run_1/m4.png
(1 px per um) Supply wires on this layer in gray.
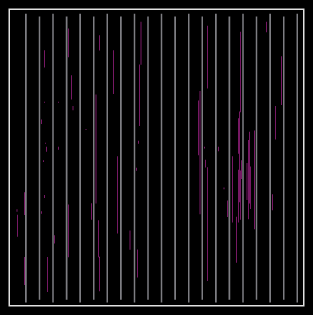
run_1/clock_wires.png
(1 px per um)
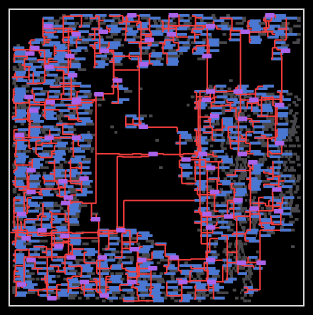
run_1/util_map.png
(1 px per um) 29 x 30 tiles, from dark blue (low) to red (high), 0 to 100% covered.
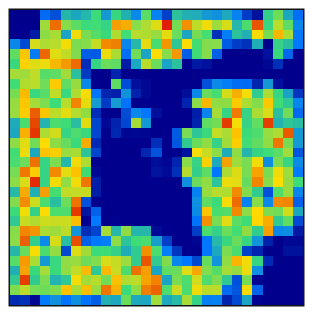
File: src/rtl/wr_queue_pkg.sv
// wr_queue_pkg -- cache-side constants shared by the write queue and the AXI
// read/write stages: line-address LSB, AXI size encodings and entry field
// widths.
package wr_queue_pkg;

  localparam int unsigned ADDR_W         = 32;
  localparam int unsigned SIZE_W         = 2;
  localparam int unsigned STRB_W         = 4;
  localparam int unsigned WORD_W         = 32;
  localparam int unsigned BYTES_PER_LINE = 16;
  // Lowest address bit that selects a cache line.
  localparam int unsigned LINE_LSB       = $clog2(BYTES_PER_LINE);
  // Maximum number of writes allowed past the queue awaiting a B response.
  localparam int unsigned OUTST_MAX      = 2;

  typedef enum logic [SIZE_W-1:0] {
    SIZE_BYTE = 2'b00,
    SIZE_HALF = 2'b01,
    SIZE_WORD = 2'b10
  } axi_size_e;

endpackage

File: src/rtl/wr_queue_line_cam.sv
// line_cam -- combinational line-address match of one lookup address against
// N tagged address slots.
//   addr_i        : N slot addresses (byte addresses)
//   vld_i         : per-slot valid
//   lookup_addr_i : address to test
//   hit_o         : some valid slot shares the lookup line
module line_cam
  import wr_queue_pkg::*;
#(
  parameter int N   = 6,
  parameter int LSB = LINE_LSB
) (
  input  logic [N-1:0][ADDR_W-1:0] addr_i,
  input  logic [N-1:0]             vld_i,
  input  logic [ADDR_W-1:0]        lookup_addr_i,
  output logic                     hit_o
);

  always_comb begin
    hit_o = 1'b0;
    for (int i = 0; i < N; i++) begin
      if (vld_i[i] && ((addr_i[i] >> LSB) == (lookup_addr_i >> LSB))) begin
        hit_o = 1'b1;
      end
    end
  end

endmodule

File: src/rtl/wr_queue.sv
// wr_queue -- in-order write queue between the D cache and the AXI write
// stage, with a 2-deep in-flight address ring so read misses can detect a
// pending write to the same line.
//   clk, resetn         : clock, asynchronous active-low reset
//   push_*              : write request from the D cache (push_rdy = ~full)
//   wr_req / wr_rdy     : one-cycle capture pulse to the AXI write stage
//   burst..strb         : head entry fields, zero latency
//   b_done              : B-channel handshake, retires the oldest in-flight write
//   lookup_addr/_hit    : line match against queued and in-flight writes
//   drained             : empty and nothing outstanding
// Optional: define WR_QUEUE_MERGE_EN to merge word stores into the tail entry.
module wr_queue
  import wr_queue_pkg::*;
#(
  parameter int D_BYTES_PER_LINE = 16,
  parameter int DEPTH            = 4,
  parameter int D_LINE_WIDTH     = D_BYTES_PER_LINE * 8
) (
  input  logic                    clk,
  input  logic                    resetn,
  input  logic                    push_req,
  output logic                    push_rdy,
  input  logic                    push_burst,
  input  logic [D_LINE_WIDTH-1:0] push_data,
  input  logic [ADDR_W-1:0]       push_addr,
  input  logic [SIZE_W-1:0]       push_size,
  input  logic [STRB_W-1:0]       push_strb,
  output logic                    wr_req,
  input  logic                    wr_rdy,
  output logic                    burst,
  output logic [D_LINE_WIDTH-1:0] data,
  output logic [ADDR_W-1:0]       addr,
  output logic [SIZE_W-1:0]       size,
  output logic [STRB_W-1:0]       strb,
  input  logic                    b_done,
  input  logic [ADDR_W-1:0]       lookup_addr,
  output logic                    lookup_hit,
  output logic                    drained
);

  localparam int AW  = $clog2(DEPTH);
  localparam int LSB = $clog2(D_BYTES_PER_LINE);

  // Entry storage is deliberately not reset.
  logic                    burst_mem [DEPTH];
  logic [D_LINE_WIDTH-1:0] data_mem  [DEPTH];
  logic [ADDR_W-1:0]       addr_mem  [DEPTH];
  logic [SIZE_W-1:0]       size_mem  [DEPTH];
  logic [STRB_W-1:0]       strb_mem  [DEPTH];

  logic [AW:0]       wr_ptr_q, wr_ptr_d, rd_ptr_q, rd_ptr_d, cnt;
  logic [AW-1:0]     wr_idx, rd_idx;
  logic [1:0]        outst_q, outst_d;
  logic              empty, full, pop, alloc, merge, retire;

  logic [ADDR_W-1:0] if_addr_q [2];
  logic [1:0]        if_vld_q, if_vld_d;
  logic              if_wp_q, if_wp_d, if_rp_q, if_rp_d;

  assign wr_idx = wr_ptr_q[AW-1:0];
  assign rd_idx = rd_ptr_q[AW-1:0];
  assign cnt    = wr_ptr_q - rd_ptr_q;
  assign empty  = (wr_ptr_q == rd_ptr_q);
  // Same index with opposite wrap bits means every slot is occupied.
  assign full   = (wr_ptr_q[AW] != rd_ptr_q[AW]) && (wr_idx == rd_idx);

  assign push_rdy = ~full;
  assign pop      = ~empty & wr_rdy & (outst_q < 2'(OUTST_MAX));
  assign wr_req   = pop;
  assign retire   = b_done & (outst_q != 2'd0);
  assign drained  = empty & (outst_q == 2'd0);

`ifdef WR_QUEUE_MERGE_EN
  logic [AW-1:0] tail_idx;
  assign tail_idx = wr_idx - 1'b1;
  // A tail that is also the popping head is already leaving; allocate instead.
  assign merge = push_req & ~push_burst & ~empty & ~burst_mem[tail_idx]
               & (size_mem[tail_idx] == SIZE_WORD) & (push_size == SIZE_WORD)
               & (addr_mem[tail_idx][ADDR_W-1:2] == push_addr[ADDR_W-1:2])
               & ~(pop & (cnt == (AW+1)'(1)));
`else
  assign merge = 1'b0;
`endif

  assign alloc = push_req & ~full & ~merge;

  assign burst = burst_mem[rd_idx];
  assign data  = data_mem[rd_idx];
  assign addr  = addr_mem[rd_idx];
  assign size  = size_mem[rd_idx];
  assign strb  = strb_mem[rd_idx];

  always_comb begin
    wr_ptr_d = wr_ptr_q + (AW+1)'(alloc);
    rd_ptr_d = rd_ptr_q + (AW+1)'(pop);
    outst_d  = outst_q;
    case ({pop, retire})
      2'b10:   outst_d = outst_q + 2'd1;
      2'b01:   outst_d = outst_q - 2'd1;
      default: outst_d = outst_q;
    endcase
    if_vld_d = if_vld_q;
    if_wp_d  = if_wp_q;
    if_rp_d  = if_rp_q;
    // Pop and retire in one cycle always touch different slots: a pop needs
    // outstanding < 2 and a retire needs outstanding > 0.
    if (pop) begin
      if_vld_d[if_wp_q] = 1'b1;
      if_wp_d           = ~if_wp_q;
    end
    if (retire) begin
      if_vld_d[if_rp_q] = 1'b0;
      if_rp_d           = ~if_rp_q;
    end
  end

  always_ff @(posedge clk or negedge resetn) begin
    if (!resetn) begin
      wr_ptr_q <= '0;
      rd_ptr_q <= '0;
      outst_q  <= '0;
      if_vld_q <= '0;
      if_wp_q  <= 1'b0;
      if_rp_q  <= 1'b0;
    end else begin
      wr_ptr_q <= wr_ptr_d;
      rd_ptr_q <= rd_ptr_d;
      outst_q  <= outst_d;
      if_vld_q <= if_vld_d;
      if_wp_q  <= if_wp_d;
      if_rp_q  <= if_rp_d;
    end
  end

  always_ff @(posedge clk) begin
    if (alloc) begin
      burst_mem[wr_idx] <= push_burst;
      data_mem[wr_idx]  <= push_data;
      addr_mem[wr_idx]  <= push_addr;
      size_mem[wr_idx]  <= push_size;
      strb_mem[wr_idx]  <= push_strb;
    end
`ifdef WR_QUEUE_MERGE_EN
    if (merge) begin
      for (int b = 0; b < STRB_W; b++) begin
        if (push_strb[b]) data_mem[tail_idx][8*b +: 8] <= push_data[8*b +: 8];
      end
      strb_mem[tail_idx] <= strb_mem[tail_idx] | push_strb;
    end
`endif
    if (pop) if_addr_q[if_wp_q] <= addr_mem[rd_idx];
  end

  // Queue entries are valid when their offset from the head is below count.
  logic [DEPTH+1:0][ADDR_W-1:0] cam_addr;
  logic [DEPTH+1:0]             cam_vld;
  logic [AW-1:0]                off;

  always_comb begin
    cam_addr = '0;
    cam_vld  = '0;
    off      = '0;
    for (int i = 0; i < DEPTH; i++) begin
      off         = AW'(i) - rd_idx;
      cam_addr[i] = addr_mem[i];
      cam_vld[i]  = ({1'b0, off} < cnt);
    end
    cam_addr[DEPTH]   = if_addr_q[0];
    cam_vld[DEPTH]    = if_vld_q[0];
    cam_addr[DEPTH+1] = if_addr_q[1];
    cam_vld[DEPTH+1]  = if_vld_q[1];
  end

  line_cam #(
    .N   (DEPTH + 2),
    .LSB (LSB)
  ) u_line_cam (
    .addr_i        (cam_addr),
    .vld_i         (cam_vld),
    .lookup_addr_i (lookup_addr),
    .hit_o         (lookup_hit)
  );

endmodule

File: config.mk
export PLATFORM = sky130hd
export DESIGN_NAME = wr_queue
export DESIGN_NICKNAME = d
export VERILOG_FILES = /design/src/rtl/wr_queue_pkg.sv /design/src/rtl/wr_queue_line_cam.sv /design/src/rtl/wr_queue.sv
export SDC_FILE = /design/constraint.sdc
export NUM_CORES = 1
export LEC_CHECK = 0
export CORE_AREA = 2 2 291 293
export DETAILED_ROUTE_END_ITERATION = 7
export DIE_AREA = 0 0 293 295
export HOLD_SLACK_MARGIN = 0.02
export SETUP_SLACK_MARGIN = 0.02
export SYNTH_ARGS = -nofsm -noshare
export SYNTH_HDL_FRONTEND = slang
export SYNTH_HIERARCHICAL = 1
export SYNTH_SLANG_ARGS = --single-unit
File: constraint.sdc
create_clock -name clk -period 16.2 [get_ports clk]
set_clock_uncertainty 0.15 [all_clocks]
set_input_delay 1.62 -clock clk [delete_from_list [all_inputs] [get_ports clk]]
set_output_delay 1.62 -clock clk [all_outputs]
set_load 0.01 [all_outputs]
==> Changelog: implementation, run 1 <==
### Physical design

* Die X-Extent at 293 um
* Pwr dens at 189 nW/um^2
* Worst flop-to-flop path endpoint: data_mem[2][95]$_DFFE_PP_
* Vias per cell at 4.88
* FILL cells at 7,122
* Status: finished clean
* Max Fanout on Critical Path at 58
* Growth of design area from synthesis to finish at 25.6%
* Avg Cell Area, Syn at 22.7 um^2
* WHS Endpoint: if_rp_q$_DFFE_PN0P_
* Global-route total usage across every layer at 15.2%
* Required @ worst endpoint at 14.43 ns
* Internal power component at 4.76 mW
* Via total after detailed routing at 13.8k
* Worst-case clock buffer depth at 3
* Setup repair after global routing missed its margin: false
* Clock latency on the worst-skew pair at 0.64 ns
* Final Hold Viols at 0
* Port Buffer Count at 370
* Vias in the first global route at 14.5k
* Longest individual stage delay on the worst path at 1.05 ns
* Sum of buffers and inverters on the critical path at 3
* Number of gates resized after CTS at 0
* Post-synthesis instance area at 28,700 um^2
* Clock tree root buffer cell: sky130_fd_sc_hd__clkbuf_16
* Critical-path cell with the highest stage delay: sky130_fd_sc_hd__dfrtp_4
* Number of nets in the final layout at 1,890
* Flop area at 22,000 um^2
* Count of pins on the block boundary at 375
* Final-layout setup total negative slack at 0 ns
* Number of nets at floorplan at 1,483
* Placer congestion estimate at 0.917
* Static Leak at 11.4 nW
* CTS Buf Count at 82
* Ordered list of cells on the worst path: inv_1 -> fa_1 -> inv_1 -> ha_1 -> nor2b_1 -> o21ai_0 -> o21ai_0 -> nor4_1 -> nand4_1 -> nand4_1 -> clkdlybuf4s50_1
* Kind of start point of the critical path: flop
* Final antenna-violating net count at 0
* Tool warnings at 32
* Combinational share of power at 32.5%
* Number of gates on the worst path with buffers counted at 11
* Cell count after synthesis at 1,267
* Maximum operating frequency at 153 MHz
* Worst setup EP type: primary output
Back to the opening pictures, m4.png:
33 nets have wire on it. The layer carries 2,010 um of wire. The longest straight run is 123 um.

Back to the opening pictures, clock_wires.png:
Blue shows flip-flops, count 736. Red shows clock wires, length 9,030 um. Purple shows clock-net drivers, count 82.
There are 83 routed clock nets. Position of the flops: widely spread.

Back to the opening pictures, util_map.png:
11% of the tiles are over 75% full. The mean over all tiles is 40%. The emptiest ninth of the die: center. The fullest tile reaches 97%. 21% of the tiles are nearly empty.
utilization after layout: 43.4%
area of the core: 83,200 um^2
effective utilization at floorplan: 34.6%

## run 1: per-layer routing
layer	global-route usage, %	wire length [um]	up-vias
li1	-	-	6025
met1	18.6	25700	7111
met2	24.3	31600	494
met3	6.34	6670	136
met4	5.10	2010	28
met5	0	182	-
## run 1: registers in the layout, summed over array words and instances (netlist names)
name	flops
size_mem	8
if_vld_q	2
outst_q	2
wr_ptr_q	3
burst_mem	4
rd_ptr_q	3
addr_mem	128
data_mem	512
if_wp_q	1
if_rp_q	1
if_addr_q	56
strb_mem	16
## run 1: stage by stage
stage | setup slack (ns) | power (mW) | instance area [um^2] | std cells | hold slack, ns
2_1_floorplan | 1.18 | 4.17 | 28700 | 1267 | 0.318
3_3_place_gp | 10.11 | 5.09 | 33400 | 2670 | 0.334
3_5_place_dp | 10.15 | 5.12 | 33400 | 2670 | 0.345
4_1_cts | 9.59 | 6.95 | 36100 | 2822 | 0.358
5_1_grt | 9.40 | 7.15 | 36100 | 2822 | 0.371
6_report | 9.65 | 6.82 | 36100 | 2826 | 0.354
## run 1: area by class of cell
cell class / instances / share of cell area [%]
clock buffer: 103 / 5.93
sequential: 736 / 61.1
multi-input combinational: 452 / 16.9
clock inverter: 49 / 1.44
antenna: 4 / 0.0277
tap: 1080 / 3.74
timing repair buffer: 389 / 10.7
inverter: 13 / 0.135
## run 1: power groups by stage
stage	Clock (mW)	Sequential, mW	Combinational, mW
finish	1.80	2.80	2.22
global route	1.93	2.85	2.37
CTS	1.85	2.82	2.28
detailed placement	0	2.85	2.26
global placement	0	2.82	2.26
floorplan	0	2.90	1.27
## run 1: cell usage in the layout, fill, tap and decap left out, types with 2 or more instances in the layout
cell / instances
sky130_fd_sc_hd__clkbuf_16: 82
sky130_fd_sc_hd__nand4_1: 36
sky130_fd_sc_hd__dfrtp_1: 10
sky130_fd_sc_hd__clkinv_2: 11
sky130_fd_sc_hd__ha_1: 11
sky130_fd_sc_hd__clkinvlp_4: 2
sky130_fd_sc_hd__nor2_1: 4
sky130_fd_sc_hd__xor2_1: 20
sky130_fd_sc_hd__a22oi_1: 2
sky130_fd_sc_hd__nand3_1: 6
sky130_fd_sc_hd__nor4_1: 14
sky130_fd_sc_hd__nor2b_1: 3
sky130_fd_sc_hd__edfxtp_1: 724
sky130_fd_sc_hd__xnor2_2: 7
sky130_fd_sc_hd__inv_1: 13
sky130_fd_sc_hd__a21oi_1: 3
sky130_fd_sc_hd__buf_4: 18
sky130_fd_sc_hd__clkinv_1: 18
sky130_fd_sc_hd__mux4_2: 167
sky130_fd_sc_hd__clkdlybuf4s50_1: 370
sky130_fd_sc_hd__clkinv_16: 5
sky130_fd_sc_hd__o21ai_0: 5
sky130_fd_sc_hd__diode_2: 4
sky130_fd_sc_hd__clkbuf_1: 20
sky130_fd_sc_hd__xnor2_1: 152
sky130_fd_sc_hd__nand2_1: 9
sky130_fd_sc_hd__clkinv_4: 6
sky130_fd_sc_hd__nor3_2: 2
sky130_fd_sc_hd__dfrtp_4: 2
sky130_fd_sc_hd__bufinv_16: 5
sky130_fd_sc_hd__a21o_1: 2
==> run 1 -> run 2 <==
clock period = 5.4 ns   (was 16.2 ns; I/O delays follow)
==> Changelog: implementation, run 2 <==
### Physical design

* Status: finished clean
* Via total after detailed routing at 13.7k
* Kind of start point of the critical path: flop
* CTS Buf Count at 79
* Worst flop-to-flop path endpoint: addr_mem[3][25]$_DFFE_PP_
* Vias in the first global route at 14.8k
* Maximum operating frequency at 210 MHz
* Number of nets in the final layout at 1,887
* Static Leak at 11.3 nW
* Number of nets at floorplan at 1,483
* Final Hold Viols at 0
* Most instantiated logic cells after routing: sky130_fd_sc_hd__edfxtp_1, sky130_fd_sc_hd__clkdlybuf4s50_1, sky130_fd_sc_hd__mux4_2, sky130_fd_sc_hd__xnor2_1, sky130_fd_sc_hd__clkbuf_16
* Growth of design area from synthesis to finish at 25.2%
* Clock tree root buffer cell: sky130_fd_sc_hd__clkbuf_16
* Largest registers ranked by flip-flop count: data_mem: 512 flops, addr_mem: 128 flops, if_addr_q: 56 flops
* Post-DP Area at 33,600 um^2
* Uppermost layer routed: met5
* Routed wire length on met3 at 6.55 mm
* Ordered list of cells on the worst path: inv_1 -> ha_1 -> inv_1 -> fa_1 -> inv_1 -> ha_1 -> nor2b_1 -> o21ai_0 -> o21ai_0 -> nor4_1 -> nand4_1 -> nand4_1 -> clkdlybuf4s50_1
* Commonest Layout Cell: sky130_fd_sc_hd__edfxtp_1
* Finished layout cell area at 36,000 um^2
* Global-route total usage across every layer at 15.0%
* Final antenna-violating net count at 0
* Post-placement cell count at 2,670
* Setup repair after global routing missed its margin: false
* Worst-case clock buffer depth at 3
* Critical-path cell with the highest stage delay: sky130_fd_sc_hd__clkdlybuf4s50_1
* Tool warnings at 36
-- run 2: worst max path at each step --
stage / to / slack [ns] / depth (start not counted)
floorplan: addr_mem[2][0]$_DFFE_PP_ / -0.54 / 7
global placement: lookup_hit / 1.27 / 13
detailed placement: lookup_hit / 1.25 / 13
CTS: lookup_hit / 0.57 / 13
global route: lookup_hit / 0.34 / 13
finish: lookup_hit / 0.64 / 13
-- run 2: metal layers --
layer	global-route usage (%)	vias to the layer above
li1	-	6000
met1	18.3	7112
met2	24.4	460
met3	5.98	123
met4	4.70	22
met5	0	-
-- run 2: where the power goes --
group / internal [mW] / switching, mW
Combinational: 3.41 / 3.51
Sequential: 7.85 / 0.378
Clock: 2.78 / 2.19
-- run 2: stage by stage --
stage          setup WS, ns  power, mW
5_1_grt               0.338       21.1
3_3_place_gp           1.27       15.3
2_1_floorplan        -0.543       12.3
6_report              0.635       20.1
3_5_place_dp           1.25       15.4
4_1_cts               0.570       20.5
-- run 2: critical path: cells and delay by family, from the launching register on --
kind	cells	cell delay, ns
AND-OR/OR-AND	2	0.27
adder cells (fa/ha/maj)	3	0.93
buffers and inverters	4	0.86
flip-flops	1	0.47
AND/OR/NAND/NOR	4	0.94
-- run 2: layout make-up --
cell class | instances | area [um^2] | area share (%)
Clock inverter | 44 | 342 | 0.949
Tap cell | 1080 | 1350 | 3.75
Clock buffer | 100 | 2060 | 5.71
Antenna cell | 1 | 2.50 | 0.00695
Inverter | 13 | 53.8 | 0.150
Timing Repair Buffer | 389 | 3970 | 11.0
Sequential cell | 736 | 22000 | 61.3
Multi-Input combinational cell | 452 | 6160 | 17.1
run_2/port_trees.png
(1 px per um)
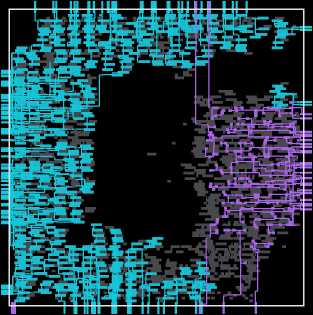
Cyan shows `push_data`, bits 128, direction input, edge 61 left, 35 top, 28 bottom, 4 right, end cells 512, buffers 128, wire 7,780 um. Purple shows `lookup_addr`, bits 32, direction input, edge 23 right, 7 bottom, 2 top, end cells 168, buffers 28, wire 2,870 um.
Port Buffer Count: 370
count of pins on the block boundary: 375

==> run 2 -> run 3 <==
SKIP_LAST_GASP = 1   (was not set)
TNS_END_PERCENT = 50   (was not set)
run_3/clock_wires.png
(1 px per um)
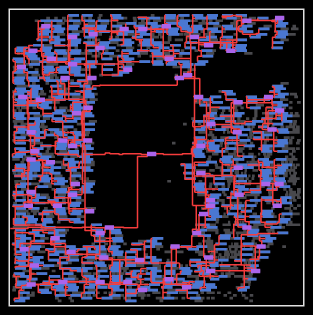
Red shows clock wires, length 8,560 um. Blue shows flip-flops, count 736. Purple shows clock-net drivers, count 79.
There are 80 routed clock nets. Position of the flops: widely spread.

==> Changelog: implementation, run 3 <==
### Physical design

* Switching power at 6.08 mW
* Global-route total usage across every layer at 15.0%
* Post-placement cell count at 2,670
* Critical-path cell with the highest stage delay: sky130_fd_sc_hd__clkdlybuf4s50_1
* Number of flip-flops in the largest register at 512
* Multi-input gate area at 6160 um^2
* Growth of design area from synthesis to finish at 25.2%
* Final-layout setup total negative slack at 0 ns
* Register ranked first by flip-flop count: data_mem
* Vias in the first global route at 14.8k
* Combinational share of power at 34.4%
* Number of gates resized after CTS at 0
* Largest registers ranked by flip-flop count: data_mem: 512 flops, addr_mem: 128 flops, if_addr_q: 56 flops
* CTS Buf Count at 79
* Longest individual stage delay on the worst path at 0.56 ns
* Kind of start point of the critical path: flop
* Worst setup EP type: primary output
* Commonest Layout Cell: sky130_fd_sc_hd__edfxtp_1
* Clock latency on the worst-skew pair at 0.62 ns
* Area of the core at 83,200 um^2
* Post-DP Area at 33,600 um^2
* Finished layout cell area at 36,000 um^2
* Proportion of total power due to net switching at 30.2%
* Status: finished clean
* Post-placement worst setup slack at 1.25 ns
* Worst-case clock buffer depth at 3
* Fin worst setup slack at 0.635 ns
* Setup repair after global routing missed its margin: false
* Avg Cell Area, Syn at 22.7 um^2
* Required @ worst endpoint at 4.71 ns
* Number of nets in the final layout at 1,887
* Number of nets at floorplan at 1,483
* Ordered list of cells on the worst path: inv_1 -> ha_1 -> inv_1 -> fa_1 -> inv_1 -> ha_1 -> nor2b_1 -> o21ai_0 -> o21ai_0 -> nor4_1 -> nand4_1 -> nand4_1 -> clkdlybuf4s50_1
* Post-synthesis instance area at 28,700 um^2
* Share of power burned in registers at 40.9%
* Count of pins on the block boundary at 375
* Final-layout worst hold slack at 0.135 ns
* Most instantiated logic cells after routing: sky130_fd_sc_hd__edfxtp_1, sky130_fd_sc_hd__clkdlybuf4s50_1, sky130_fd_sc_hd__mux4_2, sky130_fd_sc_hd__xnor2_1, sky130_fd_sc_hd__clkbuf_16
* Flop area at 22,000 um^2
* Final Hold Viols at 0
* Tool warnings at 36
* Non-filler instance count after layout at 2,815
* Pwr dens at 559 nW/um^2
run 3: layer usage:
metal | GRT usage (%) | vias up | routed length, um
met5 | 0 | - | 138
met1 | 18.3 | 7112 | 25300
met3 | 5.98 | 123 | 6550
met2 | 24.4 | 460 | 31500
li1 | - | 6000 | -
met4 | 4.70 | 22 | 1580
run 3: path summary, 6_finish.rpt:
kind,slack [ns],from,endpoint
setup / recovery,0.64,wr_ptr_q[0]$_DFF_PN0_,lookup_hit
setup reg to reg,2.45,wr_ptr_q[0]$_DFF_PN0_,addr_mem[3][25]$_DFFE_PP_
hold / removal,0.13,resetn,rd_ptr_q[1]$_DFF_PN0_
max in group asynchronous,4.52,resetn,rd_ptr_q[0]$_DFF_PN0_
min in group clk,0.35,if_rp_q$_DFFE_PN0P_,if_rp_q$_DFFE_PN0P_
hold reg to reg,0.35,if_rp_q$_DFFE_PN0P_,if_rp_q$_DFFE_PN0P_
run 3: power groups by stage:
stage	combinational [mW]	clock, mW	sequential [mW]
2_1_floorplan	3.89	0	8.37
3_3_place_gp	7.07	0	8.27
4_1_cts	7.11	5.11	8.24
5_1_grt	7.44	5.32	8.34
6_report	6.91	4.97	8.23
3_5_place_dp	7.06	0	8.36
run 3: cell type report:
type / count / share of cell area [%]
clock buffer: 100 / 5.71
inverter: 13 / 0.150
sequential: 736 / 61.3
clock inverter: 44 / 0.949
antenna: 1 / 0.00695
tap: 1080 / 3.75
multi-input combinational: 452 / 17.1
timing repair buffer: 389 / 11.0
run 3: critical path, delay by kind of cell, from the launching register on:
family | cells | cell delay [ns]
fa+ha+maj | 3 | 0.93
simple gates | 4 | 0.94
flops | 1 | 0.47
compound gates | 2 | 0.27
buf+inv | 4 | 0.86
run 3: stage by stage:
stage | total power [mW] | utilization (%)
2_1_floorplan | 12.3 | -
6_report | 20.1 | 43.3
3_5_place_dp | 15.4 | 40.4
4_1_cts | 20.5 | 43.3
5_1_grt | 21.1 | 43.3
3_3_place_gp | 15.3 | 40.4
Power is estimated from default activity; no workload was simulated.
